[config.mk]
export PLATFORM = sky130hd
export DESIGN_NAME = msk_and_hpc1_pipe
export DESIGN_NICKNAME = d
export VERILOG_FILES = /design/src/rtl/msk_hpc1_pkg.sv /design/src/rtl/msk_hpc1_lane.sv /design/src/rtl/msk_and_hpc1_pipe.sv
export SDC_FILE = /design/constraint.sdc
export NUM_CORES = 1
export LEC_CHECK = 0
export CAP_MARGIN = 20
export CORE_MARGIN = 4
export CORE_UTILIZATION = 49
export CTS_CLUSTER_DIAMETER = 150
export CTS_CLUSTER_SIZE = 14
export DETAILED_ROUTE_END_ITERATION = 7
export PLACE_DENSITY = 0.8
export REMOVE_ABC_BUFFERS = 1
export SLEW_MARGIN = 20
export SYNTH_ARGS = -nofsm -noshare
export SYNTH_HDL_FRONTEND = slang
export SYNTH_SLANG_ARGS = --single-unit
export TNS_END_PERCENT = 20
[constraint.sdc]
create_clock -name clk -period 2.3 [get_ports clk]
set_input_delay 0.46 -clock clk [delete_from_list [all_inputs] [get_ports clk]]
set_output_delay 0.46 -clock clk [all_outputs]
set_load 0.05 [all_outputs]
[src/rtl/msk_hpc1_pkg.sv]
// Shared sizing and indexing helpers for the HPC1 masked AND gadget.
// Randomness per lane = ISW refresh bits followed by DOM bits.
package msk_hpc1_pkg;

  function automatic int unsigned ref_rnd(input int unsigned d);
    return d * (d - 1) / 2;
  endfunction

  function automatic int unsigned dom_rnd(input int unsigned d);
    return d * (d - 1) / 2;
  endfunction

  function automatic int unsigned hpc1_rnd(input int unsigned d);
    return ref_rnd(d) + dom_rnd(d);
  endfunction

  // Index of the random bit shared by domain pair (i, j), i < j, in row-major order.
  function automatic int unsigned pair_idx(input int unsigned d, input int unsigned i,
                                           input int unsigned j);
    int unsigned p;
    p = 0;
    for (int unsigned k = 0; k < i; k++) p += d - 1 - k;
    return p + (j - i - 1);
  endfunction

  function automatic int unsigned share_lo(input int unsigned lane, input int unsigned d);
    return lane * d;
  endfunction

  function automatic int unsigned rnd_lo(input int unsigned lane, input int unsigned d);
    return lane * hpc1_rnd(d);
  endfunction

endpackage

[src/rtl/msk_hpc1_lane.sv]
// One HPC1 lane: ISW refresh of one operand, then DOM multiplication over
// three registered stages, each gated by its own load enable.
module msk_hpc1_lane
  import msk_hpc1_pkg::*;
#(
  parameter int unsigned D       = 2,
  parameter bit          REF_SEL = 1'b0
) (
  input  logic                   clk_i,
  input  logic                   rst_i,
  input  logic                   ld1_i,
  input  logic                   ld2_i,
  input  logic                   ld3_i,
  input  logic [D-1:0]           a_i,
  input  logic [D-1:0]           b_i,
  input  logic [hpc1_rnd(D)-1:0] rnd_i,
  output logic [D-1:0]           out_o
);

  localparam int unsigned REF_RND = ref_rnd(D);
  localparam int unsigned DOM_RND = dom_rnd(D);

  logic [REF_RND-1:0] r_ref;
  logic [DOM_RND-1:0] r_dom;
  logic [D-1:0]       op_ref;
  logic [D-1:0]       a1_d, b1_d, a1_q, b1_q;
  logic [DOM_RND-1:0] rd1_q;
  logic [D*D-1:0]     t2_d, t2_q;
  logic [D-1:0]       o3_d, o3_q;

  assign r_ref = rnd_i[REF_RND-1:0];
  assign r_dom = rnd_i[REF_RND +: DOM_RND];

  always_comb begin
    op_ref = REF_SEL ? a_i : b_i;
    for (int unsigned i = 0; i < D; i++) begin
      for (int unsigned j = i + 1; j < D; j++) begin
        op_ref[i] = op_ref[i] ^ r_ref[pair_idx(D, i, j)];
        op_ref[j] = op_ref[j] ^ r_ref[pair_idx(D, i, j)];
      end
    end
    a1_d = REF_SEL ? op_ref : a_i;
    b1_d = REF_SEL ? b_i : op_ref;
  end

  // Term (i, j) lands in row i; rows become output domains in stage 3.
  always_comb begin
    t2_d = '0;
    for (int unsigned i = 0; i < D; i++) begin
      for (int unsigned j = 0; j < D; j++) begin
        if (i == j)
          t2_d[i*D+j] = a1_q[i] & b1_q[j];
        else if (i < j)
          t2_d[i*D+j] = (a1_q[i] & b1_q[j]) ^ rd1_q[pair_idx(D, i, j)];
        else
          t2_d[i*D+j] = (a1_q[i] & b1_q[j]) ^ rd1_q[pair_idx(D, j, i)];
      end
    end
  end

  always_comb begin
    o3_d = '0;
    for (int unsigned i = 0; i < D; i++) o3_d[i] = ^t2_q[i*D +: D];
  end

  always_ff @(posedge clk_i or posedge rst_i) begin
    if (rst_i) begin
      a1_q  <= '0;
      b1_q  <= '0;
      rd1_q <= '0;
      t2_q  <= '0;
      o3_q  <= '0;
    end else begin
      if (ld1_i) begin
        a1_q  <= a1_d;
        b1_q  <= b1_d;
        rd1_q <= r_dom;
      end
      if (ld2_i) t2_q <= t2_d;
      if (ld3_i) o3_q <= o3_d;
    end
  end

  assign out_o = o3_q;

endmodule

[src/rtl/msk_and_hpc1_pipe.sv]
// Vectorised HPC1 masked AND with a 3-stage valid/ready pipeline and a
// randomness-valid handshake; share registers only load behind a valid.
module msk_and_hpc1_pipe
  import msk_hpc1_pkg::*;
#(
  parameter int unsigned D       = 2,
  parameter int unsigned NBITS   = 1,
  parameter bit          REF_SEL = 1'b0
) (
  input  logic                         clk,
  input  logic                         rst,
  input  logic                         in_valid,
  output logic                         in_ready,
  input  logic [D*NBITS-1:0]           ina,
  input  logic [D*NBITS-1:0]           inb,
  input  logic                         rnd_valid,
  output logic                         rnd_ready,
  input  logic [NBITS*hpc1_rnd(D)-1:0] rnd,
  output logic                         out_valid,
  input  logic                         out_ready,
  output logic [D*NBITS-1:0]           out
);

  localparam int unsigned HPC1_RND = hpc1_rnd(D);

  logic en, xfer, ld1, ld2, ld3;
  logic v1_d, v2_d, v3_d, v1_q, v2_q, v3_q;

  assign en        = ~v3_q | out_ready;
  assign in_ready  = en & rnd_valid;
  assign xfer      = in_valid & in_ready;
  assign rnd_ready = xfer;
  assign ld1       = xfer;
  assign ld2       = en & v1_q;
  assign ld3       = en & v2_q;
  assign out_valid = v3_q;

  always_comb begin
    v1_d = v1_q;
    v2_d = v2_q;
    v3_d = v3_q;
    if (en) begin
      v1_d = in_valid & rnd_valid;
      v2_d = v1_q;
      v3_d = v2_q;
    end
  end

  always_ff @(posedge clk or posedge rst) begin
    if (rst) begin
      v1_q <= 1'b0;
      v2_q <= 1'b0;
      v3_q <= 1'b0;
    end else begin
      v1_q <= v1_d;
      v2_q <= v2_d;
      v3_q <= v3_d;
    end
  end

  for (genvar l = 0; l < NBITS; l++) begin : g_lane
    msk_hpc1_lane #(
      .D      (D),
      .REF_SEL(REF_SEL)
    ) u_lane (
      .clk_i(clk),
      .rst_i(rst),
      .ld1_i(ld1),
      .ld2_i(ld2),
      .ld3_i(ld3),
      .a_i  (ina[share_lo(l, D) +: D]),
      .b_i  (inb[share_lo(l, D) +: D]),
      .rnd_i(rnd[rnd_lo(l, D) +: HPC1_RND]),
      .out_o(out[share_lo(l, D) +: D])
    );
  end

endmodule

==> results.cfg, run 1 <==
; implementation run metrics
[grt]
grt_antenna_before_repair = 0
grt_pass1_vias = 471
grt_max_degree = 15
met2_usage_pct = 25.29
overflow = 0
grt_pass1_wl_um = 1897

[route]
highest_layer = met4
post-route-drc-count = 0
wl_um = 1092
met1Wirelength_um = 407
ant_nets = 0
wl_met2_um = 567
avgViaCountPerCell = 5.354

[critical_path]
r2r_slack_ns = 1.02
crit_path_cell_trace = clkdlybuf4s50_1 -> nand2b_4 -> and3_4 -> buf_12
worst-path-buf-inv = 2
critPathMaxStageDelay_ns = 0.46
worstPathArrival_ns = 1.55
start_kind = primary input
endpoint = rnd_ready
crit_start = out_ready
critical-path-top-delay-family = buffers and inverters
r2r_start = out_valid
cp_num_cells = 4
crit_fanout = 12

[min_path]
hp-class = primary input to asynchronous set/reset pin

[die]
dieArea_sq_um = 1953
row_count = 12
die_w_um = 44.19
fp-utilization_pct = 54.81
die-height_um = 44.19
io_pins = 16

[yosys]
yosysSeqAreaShare_pct = 54.58
yosys-stat-cells = 49
synth.logic.top_family = multiplexers
topCellsByArea = dfrtp_1 (55%), mux2_4 (12%), xnor2_1 (5.5%), mux2_2 (3.5%), a21bo_2 (3.1%)
ys.flops = 14
synth.distinct_cells = 18
top_cell = dfrtp_1
synth_top_cell_by_area = dfrtp_1
yosys.area_share.adder_pct = 0
top_area_share_pct = 54.58

[clock_tree]
clkLatencyLatePin_ns = 0.27
numCtsBuffers = 3
clockRootBuffer = clkbuf_4
clk_pin_slew_ns = 0.07
cts_resized = 0
ctsHoldBuffers = 0
clk_path_buf_depth = 2

[power]
p_clk_share_pct = 14.9
p_sw_w = 0.0003047
powerSeq_w = 0.000389
peakVddDrop_uv = 575.0
p_int_w = 0.0005599
pg_comb_w = 0.000346
total_power_w = 0.0008645
p_leak_nw = 0.3851

[timing]
fin_setup_tns_ns = 0
hold_viol_final = 0
min_period_ns = 2.015
drv_slew = 0
fin_hold_ws_ns = 0.5211
worst_slew_pin_slew_ns = 0.5155

[flow_run]
cap_viol_max_count = 0
log.warning_count = 25

[finish]
drive_gt1_share_pct = 24.62
final-clk-cell-share_pct = 2.695
nNetsFinal = 78
largest_reg_flops = 4
finalCoreUtilization_pct = 71.37
n_sequential_cell = 14
final_design_area_no_fill_sq_um = 835.8
comb_cells = 30
antenna_cells = 0
final-nonclk-buf-share_pct = 20.36

[placement]
gp_congestion = 0.7237

[status]
status = completed
Figure 1. Sequential cells colored by netlist name (run 1).
The bar under the picture is 10 um long. Other sequential cells in the stronger gray, the rest of the logic in the fainter gray.
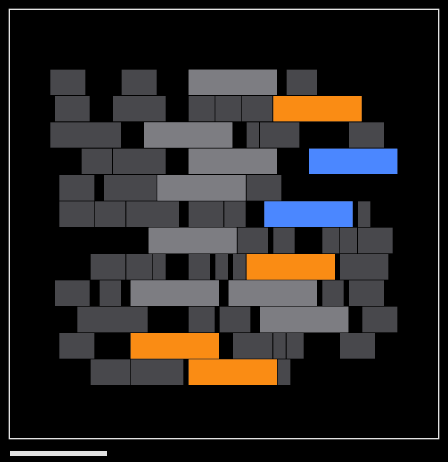
| color | name in the netlist | flops |
|---|---|---|
| orange | `g_lane.u_lane.t2_q` | 4 |
| blue | `g_lane.u_lane.out_o` | 2 |
not colored: 8

Figure 2. Selected gate families (run 1).
The bar under the picture is 10 um long.
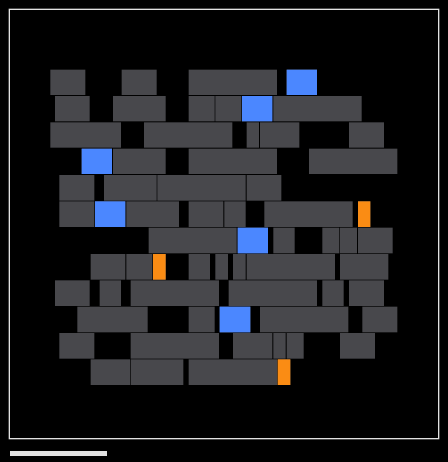
| color | family | cells | most used |
|---|---|---|---|
| blue | XOR/XNOR gates | 6 | xnor2_1 |
| orange | inverters | 3 | inv_1 |
non-filler cells, final: 79
combinational share of cell area: 31.59%
dominant logic cell type in the layout: dfrtp_1

Figure 3. Routed metal, one color a layer (run 1).
The bar under the picture is 10 um long.
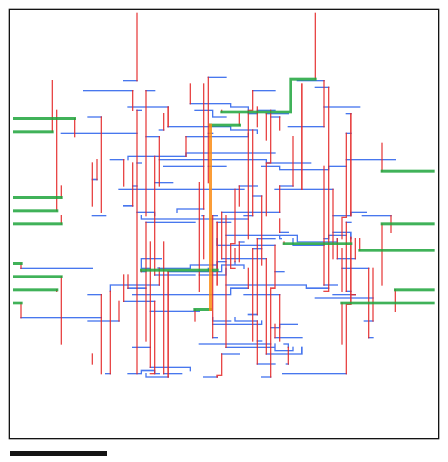
| color | layer | wire length |
|---|---|---|
| red | met2 | 568 um |
| green | met3 | 98.6 um |
| orange | met4 | 19.0 um |
| blue | met1 | 408 um |

--- run 2 (diff from run 1) ---
--- a/config.mk
+++ b/config.mk
@@ -9,7 +9,6 @@
 export CORE_MARGIN = 4
 export CORE_UTILIZATION = 49
 export CTS_CLUSTER_DIAMETER = 150
-export CTS_CLUSTER_SIZE = 14
 export DETAILED_ROUTE_END_ITERATION = 7
 export PLACE_DENSITY = 0.8
 export REMOVE_ABC_BUFFERS = 1
Figure 4. Sequential cells colored by netlist name (run 2).
The bar under the picture is 10 um long. Other sequential cells in the stronger gray, the rest of the logic in the fainter gray.
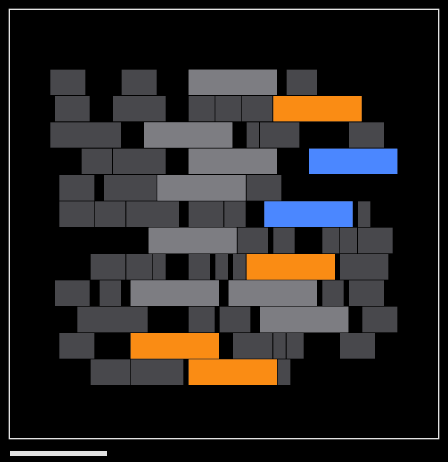
| color | name in the netlist | flops |
|---|---|---|
| blue | `g_lane.u_lane.out_o` | 2 |
| orange | `g_lane.u_lane.t2_q` | 4 |
not colored: 8
Seq. cell area: 350.3 sq um
total sequential power: 0.000389 W
final core occ: 71.37%
sequential fraction of total cell area: 41.92%

==> results.cfg, run 2 <==
; implementation run metrics
[critical_path]
start_kind = primary input
crit_start = out_ready
endpoint = rnd_ready
worstPathArrival_ns = 1.55
r2r_start = out_valid
worst-path-buf-inv = 2
worstPathRequired_ns = 1.84
critPathMaxStageDelay_ns = 0.46
r2r_slack_ns = 1.02
cp_num_cells = 4
crit_fanout = 12
cpMaxStageDelayCell = clkdlybuf4s50_1
critical-path-top-delay-family = buffers and inverters
crit_path_cell_trace = clkdlybuf4s50_1 -> nand2b_4 -> and3_4 -> buf_12

[finish]
inv_count = 3
mostFrequentLayoutCell = dfrtp_1
drive_gt1_share_pct = 24.62
n_sequential_cell = 14
largest_reg_flops = 4
final-clk-cell-share_pct = 2.695
final_cells = 79
final-nonclk-buf-share_pct = 20.36
nClkBuffers = 3
comb_cells = 30
comb_area_share_pct = 31.59
final_design_area_no_fill_sq_um = 835.8
fillerInstances = 85
nNetsFinal = 78
antenna_cells = 0

[grt]
overflow = 0
grt_antenna_before_repair = 0
grt_max_degree = 15
grt_pass1_vias = 471
met2_usage_pct = 25.29
grt_pass1_wl_um = 1897
track_usage_pct = 13.57
grt.busiest_layer = met2

[die]
io_pins = 16
row_count = 12
die-height_um = 44.19
dieArea_sq_um = 1953
die_w_um = 44.19
n_tap_cell = 14
fp-utilization_pct = 54.81

[power]
p_leak_nw = 0.3851
powerDensity_nw_per_um2 = 1034
total_power_w = 0.0008645
p_int_w = 0.0005599
pg_comb_w = 0.000346
p_sw_w = 0.0003047
peakVddDrop_uv = 575.0
seq_power_share_pct = 45.0
p_clk_share_pct = 14.9

[yosys]
ys_sh_mux_pct = 15.20
yosys.area_share.adder_pct = 0
synth.logic.top_family = multiplexers
yosysSeqAreaShare_pct = 54.58
ys_chip_area_sq_um = 641.9
top_cell = dfrtp_1
top_cells_by_count = dfrtp_1 (14), mux2_4 (5), nand2_1 (4), xnor2_1 (4), inv_1 (3)
ys.flops = 14
ys_sh_xor_pct = 8.187
synth_top_cell_by_area = dfrtp_1
async_reset_ff_share_pct = 100.0
top_area_share_pct = 54.58
topCellsByArea = dfrtp_1 (55%), mux2_4 (12%), xnor2_1 (5.5%), mux2_2 (3.5%), a21bo_2 (3.1%)
yosys-stat-cells = 49
synth.distinct_cells = 18
syn_avg_cell_area_sq_um = 13.10

[clock_tree]
htreeDepth = 1
clockRootBuffer = clkbuf_4
cts_tree = built
cts_resized = 0
clkLatencyLatePin_ns = 0.27
clk_pin_slew_ns = 0.07
numCtsBuffers = 3
ctsHoldBuffers = 0
clk_path_buf_depth = 2

[timing]
slew-limit-headroom_pct = 65.60
setup_ws_ns = 0.2850
hold_viol_final = 0
min_period_ns = 2.015
fin_crit_sh_pct = 87.61
worst_slew_pin_slew_ns = 0.5155
fin_setup_tns_ns = 0
fin_hold_ws_ns = 0.5211
max_freq_mhz = 496.3
drv_slew = 0
report.final.setup_viol = 0

[route]
wl_met2_um = 567
met1Wirelength_um = 407
drt_first_iter_violations = 2
ant_nets = 0
highest_layer = met4
post-route-drc-count = 0
wl_um = 1092
avgViaCountPerCell = 5.354

[placement]
gp_congestion = 0.7237
dp_slack_ns = 0.2897
dp_cells = 76
dpl_cell_area_sq_um = 813.3

[min_path]
hp-class = primary input to asynchronous set/reset pin

[flow_run]
log.warning_count = 25
cap_viol_max_count = 0

[status]
status = completed
Figure 5. Routed metal, one color a layer (run 2).
The bar under the picture is 10 um long.
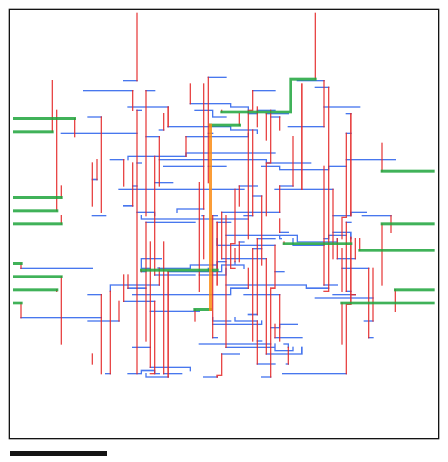

--- run 3 (diff from run 2) ---
--- a/config.mk
+++ b/config.mk
@@ -10,6 +10,7 @@
 export CORE_UTILIZATION = 49
 export CTS_CLUSTER_DIAMETER = 150
 export DETAILED_ROUTE_END_ITERATION = 7
+export GPL_TIMING_DRIVEN = 0
 export PLACE_DENSITY = 0.8
 export REMOVE_ABC_BUFFERS = 1
 export SLEW_MARGIN = 20
Figure 6. Routed metal, one color a layer (run 3).
The bar under the picture is 10 um long.
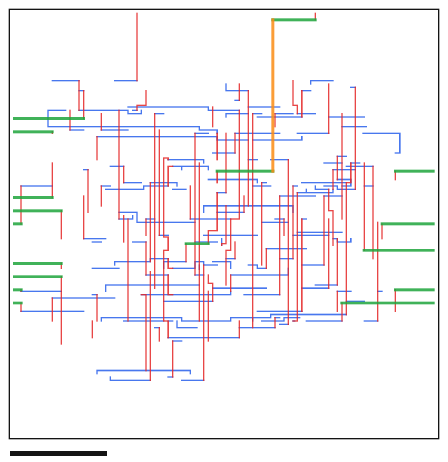
| color | layer | wire length |
|---|---|---|
| blue | met1 | 431 um |
| green | met3 | 73.6 um |
| red | met2 | 511 um |
| orange | met4 | 15.6 um |

==> results.cfg, run 3 <==
; implementation run metrics
[status]
status = completed

[power]
pg_comb_w = 0.000333
total_power_w = 0.0008893
p_int_w = 0.0005865
p_comb_share_pct = 37.4
p_clk_share_pct = 19.0
p_sw_w = 0.0003028
powerDensity_nw_per_um2 = 1072
powerSeq_w = 0.000387
seq_power_share_pct = 43.5
p_leak_nw = 0.3836
peakVddDrop_uv = 578.4

[grt]
met2_usage_pct = 22.97
grt_antenna_before_repair = 0
grt_max_degree = 15
track_usage_pct = 13.57
grt_pass1_vias = 427
grt.busiest_layer = met2
grt_pass1_wl_um = 1952
overflow = 0

[critical_path]
worstPathArrival_ns = 1.76
critical-path-top-delay-family = buffers and inverters
worst-path-buf-inv = 2
endpoint = rnd_ready
worstPathRequired_ns = 1.84
cp_num_cells = 4
crit_start = out_ready
start_kind = primary input
cpMaxStageDelayCell = clkdlybuf4s50_1
critPathMaxStageDelay_ns = 0.45
r2r_start = out_valid
r2r_slack_ns = 1.04
crit_path_cell_trace = clkdlybuf4s50_1 -> nand2b_4 -> and3_4 -> clkdlybuf4s18_2
crit_fanout = 12

[yosys]
topCellsByArea = dfrtp_1 (55%), mux2_4 (12%), xnor2_1 (5.5%), mux2_2 (3.5%), a21bo_2 (3.1%)
top_area_share_pct = 54.58
ys_chip_area_sq_um = 641.9
top_cells_by_count = dfrtp_1 (14), mux2_4 (5), nand2_1 (4), xnor2_1 (4), inv_1 (3)
ys.flops = 14
top_cell = dfrtp_1
yosysWarnings = 0
ys_sh_mux_pct = 15.20
yosys-stat-cells = 49
yosysSeqAreaShare_pct = 54.58
synth-compound-area-share_pct = 8.577
synth.logic.top_family = multiplexers
synth_top_cell_by_area = dfrtp_1
syn_avg_cell_area_sq_um = 13.10
async_reset_ff_share_pct = 100.0

[timing]
min_period_ns = 2.218
report.final.setup_viol = 0
max_freq_mhz = 450.8
drv_slew = 0
fin_crit_sh_pct = 96.45
hold_viol_final = 0
worst_slew_pin_slew_ns = 0.5025
setup_ws_ns = 0.08169
fin_hold_ws_ns = 0.5144
slew-limit-headroom_pct = 66.46

[placement]
dp_slack_ns = -0.3617
dp_cells = 76
gp_congestion = 0.6916
dpl_cell_area_sq_um = 793.3

[die]
die-height_um = 44.19
dieArea_sq_um = 1953
n_tap_cell = 14
io_pins = 16
fp-utilization_pct = 54.81
die_w_um = 44.19

[route]
met1Wirelength_um = 430
post-route-drc-count = 0
wl_um = 1031
drt_first_iter_violations = 4
drtPass1Iterations = 3
ant_nets = 0
wl_met2_um = 511
avgViaCountPerCell = 5.125

[finish]
nonClockBufferCount = 15
final-nonclk-buf-share_pct = 18.10
sh_seq_area_pct = 42.23
antenna_cells = 0
area_growth_pct = 29.24
nClkBuffers = 4
comb_cells = 30
nNetsFinal = 78
final_design_area_no_fill_sq_um = 829.5
n_sequential_cell = 14
largest_reg_flops = 4
final-clk-cell-share_pct = 4.374
finalCoreUtilization_pct = 70.83
drive_gt1_share_pct = 24.24
comb_area_share_pct = 31.82
fillerInstances = 84
mostFrequentLayoutCell = dfrtp_1
final_cells = 80
seq_area_sq_um = 350.3

[clock_tree]
clkLatencyLatePin_ns = 0.27
clk_pin_slew_ns = 0.08
cts.sinks = 14
cts_resized = 4
clockRootBuffer = clkbuf_4
htreeDepth = 1
clk_path_buf_depth = 2
ctsHoldBuffers = 0
numCtsBuffers = 3
cts_tree = built

[min_path]
hp-class = primary input to asynchronous set/reset pin

[flow_run]
log.warning_count = 25
cap_viol_max_count = 0
No activity file was given, so power comes from the tool's default toggle rates.
